Figure 1. M1 wires.
Cells faint in the background.
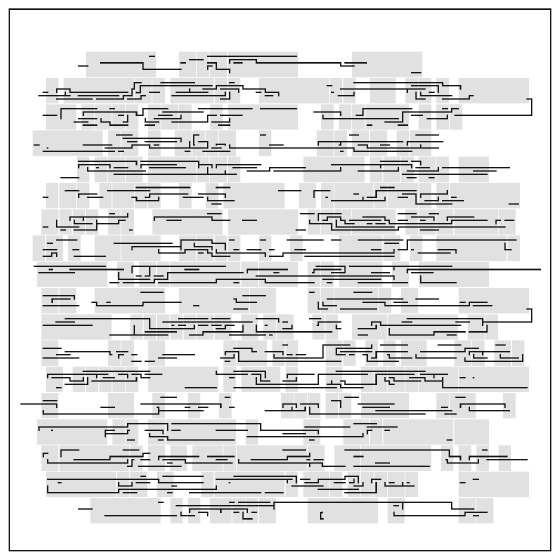
Figure 2. The metal 2 layer.
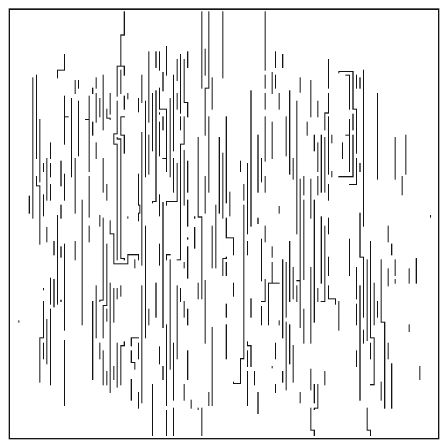
Figure 3. Cells by drive strength.
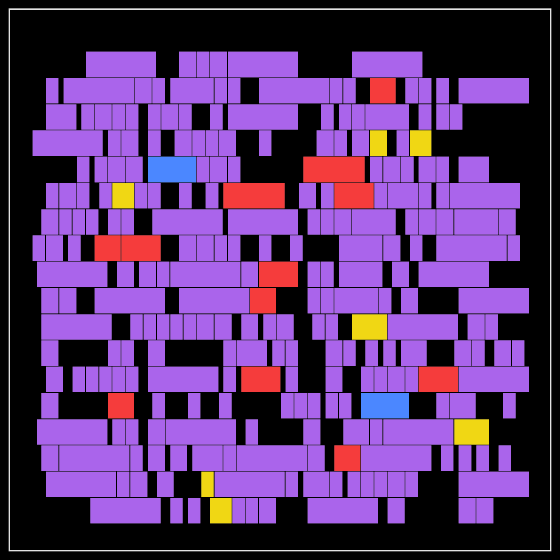
==> config.mk <==
export PLATFORM = sky130hd
export DESIGN_NAME = seq_detect_prog_flat
export DESIGN_NICKNAME = d
export VERILOG_FILES = /design/src/rtl/seq_detect_prog_if.sv /design/src/rtl/seq_detect_prog.sv /design/src/flat_wrapper.sv
export SDC_FILE = /design/constraint.sdc
export NUM_CORES = 1
export LEC_CHECK = 0
export ABC_AREA = 1
export CORE_MARGIN = 2
export CORE_UTILIZATION = 65
export CTS_CLUSTER_DIAMETER = 30
export DETAILED_ROUTE_END_ITERATION = 8
export DONT_BUFFER_PORTS = 1
export PLACE_DENSITY_LB_ADDON = 0.12
export SLEW_MARGIN = 10
export SYNTH_ARGS = -nofsm -noshare
export SYNTH_HDL_FRONTEND = slang
export SYNTH_SLANG_ARGS = --single-unit
==> constraint.sdc <==
create_clock -name clk -period 4.19 [get_ports clk]
set_clock_uncertainty 0.15 [all_clocks]
set_input_delay 0.6285 -clock clk [delete_from_list [all_inputs] [get_ports clk]]
set_output_delay 0.6285 -clock clk [all_outputs]
set_load 0.02 [all_outputs]
==> CHANGELOG.md <==
## Flow update

- Worst-Skew Late Latency: 340 ps
- # placed instances: 281
- Final Hold Fails: 0
- # Cells Yosys: 255
- First-pass GRT wire length: 6050 um
- Vias in the first global route: 1350
- Leakage: 0.000844 uW
- Post-synthesis sequential area ratio: 37.6%
- Residual DRC count: 0
- Most frequent logic cell in the layout: nand2_1
- Initial drt markers: 46
- Max reg flops: 13
- Top cells excl fill/tap: nand2_1, inv_1, nor2_1
- CP Max Fanout: 8
- Nets: 284
- Clock Tree Buf Depth: 2
- CTS tree: yes
- Drt pass-1 iters: 4
- DIE AREA: 3130 um^2
- Buf/Inv on CP: 2
- Syn nets: 281
- Ant. Diodes: 0
- Cell Type Count: 19
- Critical Path Source Type: flip-flop
- Slew headroom: 56.5%
- CP delay by family, top: adder cells
- Initial antenna violation count: 0
- GP Congestion: 0.832
- Slew Limit Fails: 0
- Clk slew on worst S/H paths: 100 ps
- Area leader, netlist: dfxtp_1
- Status: complete, no violations
- Crit path DAT: 2330 ps
- Overflow after GRT: 0
- Core area: 2520 um^2
- HPWL after detailed placement: 2580 um
- Cell Chain, Critical Path: ha_1, xor2_1, ha_1, nand2_1, inv_1, a21oi_1, nor2_4, nand3_4, inv_1, o21ai_0, nor2_1
- Yosys reg bits: 33
- Tcrit/Tclk final: 53.5%
- Die Y: 56.0 um
- Hold_buf cts: 0
- Metal-1 WL: 1720 um
- RSZ-0062 raised after global routing: false
- Top routing layer in use: met4
- Critical path's slowest cell: dfxtp_1
- Met3 WL: 252 um
- Period minus WS final: 2240 ps
- Tool Warnings: 27
- R2R depth: 11
- Worst EP required: 4280 ps
- Layout cells sized above 1: 8.11%
- R2r setup slk: 1950 ps
- Cell area leaders: dfxtp_1, nand2_1, inv_1
- Total CTS buffers: 5
- Layout Utilization: 73.3%
- Die X: 56.0 um
- Gate Count Post-Synth: 255
- Final worst setup slack: 1950 ps
- P per Cell Area: 331 nW/um^2
- Core Util at FP: 69.6%
- Finished Layout Cells: 289
- Worst-margin pin slew: 650 ps
- Gr usage total: 25.1%
- Fmax: 446 MHz
- CTS resizes: 0
- H-tree depth: 2
- Post-DR wirelength/cell: 12.4 um
- Synth warnings: 0
- Antenna Violating Nets Remaining: 0
- Synthesized area per cell: 6.88 um^2
- Worst path depth: 11
- Synth Cell Area: 1760 um^2
- CTS Root Cell: clkbuf_4
- Maximum vdd drop: 259 uV
- Rows: 18
- WL met2: 1550 um
- CTS sink cnt: 33
- Largest net degree at the start of global routing: 17
- Power consumption: 612 uW
- Fillers: 211
- Hold Crit Class: primary input to flip-flop
- Area reported by Yosys stat: 1760 um^2
- Detailed-route vias per instance: 5.22
- Slowest stage delay, CP: 430 ps
- Pre-CTS setup slack: 1970 ps
- Max_cap viols: 0
- # setup viols final: 0
- Hold path depth: 1
- IO Port Bufs: 0
- Io pins: 28
- Setup_tns: 0 ps
- Post CTS Setup Buffer Count: 0
- Synth top area share: 37.6%
- Setup CP Type: flip-flop to flip-flop
- Worst Setup End Kind: flip-flop
## Picture notes: Figure 1
wire length on this layer: 1720 um
longest straight run: 18.4 um
main direction: horizontal
Via Count: 1509
GRT met1 Usage: 35.1%
Post-Route WL: 3580 um

## Picture notes: Figure 2
nets with wire on the layer: 211
main direction: vertical
longest straight run: 20.4 um
grt met2 use: 36.3%

## Picture notes: Figure 3
| colour | size | cells | share | most used |
|---|---|---|---|---|
| red | _3 and _4 cells | 12 | 4.6% | clkbuf_4 |
| yellow | _2 cells | 7 | 2.7% | nand2_2 |
| purple | _0 and _1 cells | 238 | 92% | nand2_1 |
| blue | _6 and larger | 2 | 0.77% | clkbuf_8 |
final instance area: 1850 um^2
area grow syn2layout: 5.27%
Non-clk bufs: 0

## report_power, final
group | switching (uW) | leakage [uW] | internal (uW) | total, uW
Sequential | 9.25 | 0.000270 | 326 | 335
Clock | 111 | 0.0000413 | 97.2 | 208
Combinational | 44.9 | 0.000533 | 24.5 | 69.4
## routing by layer
metal	vias to the layer above	GRT usage, %
met5	-	0
met4	0	11.9
met3	5	6.05
met2	45	36.3
met1	644	35.1
li1	815	-
## cells in the mapped netlist (all sizes together)
| master | number |
|---|---|
| nor2 | 38 |
| o21ai | 21 |
| inv | 38 |
| clkbuf | 4 |
| nor3 | 3 |
| o211ai | 1 |
| a211oi | 3 |
| dfxtp | 33 |
| xor2 | 5 |
| ha | 7 |
| nand2 | 62 |
| a21oi | 21 |
| nand3 | 19 |
## final cells by class
| cell class | instances | area, um^2 | area share [%] |
|---|---|---|---|
| Sequential cell | 33 | 661 | 35.7 |
| Multi-Input combinational cell | 180 | 937 | 50.7 |
| Clock inverter | 1 | 5.00 | 0.271 |
| Clock buffer | 7 | 65.1 | 3.52 |
| Tap cell | 30 | 37.5 | 2.03 |
| Inverter | 38 | 143 | 7.72 |
## stage by stage
stage | hold slack, ps | cell area (um^2)
global placement | 314 | 1780
global route | 173 | 1850
detailed placement | 316 | 1780
floorplan | 298 | 1760
finish | 188 | 1850
CTS | 177 | 1850
## logic make-up (layout without fill, tap and decap cells)
| group | after synthesis | after routing | synth area share (%) |
|---|---|---|---|
| XOR/XNOR | 5 | 5 | 2.49 |
| AND/OR/NAND/NOR | 122 | 122 | 32.2 |
| adder cells (fa/ha/maj) | 7 | 7 | 4.99 |
| AND-OR/OR-AND | 46 | 46 | 13.7 |
| buffers and inverters | 42 | 46 | 8.98 |
| flip-flops | 33 | 33 | 37.6 |
Power figures rest on the tool's default switching activity, not on a simulated workload.
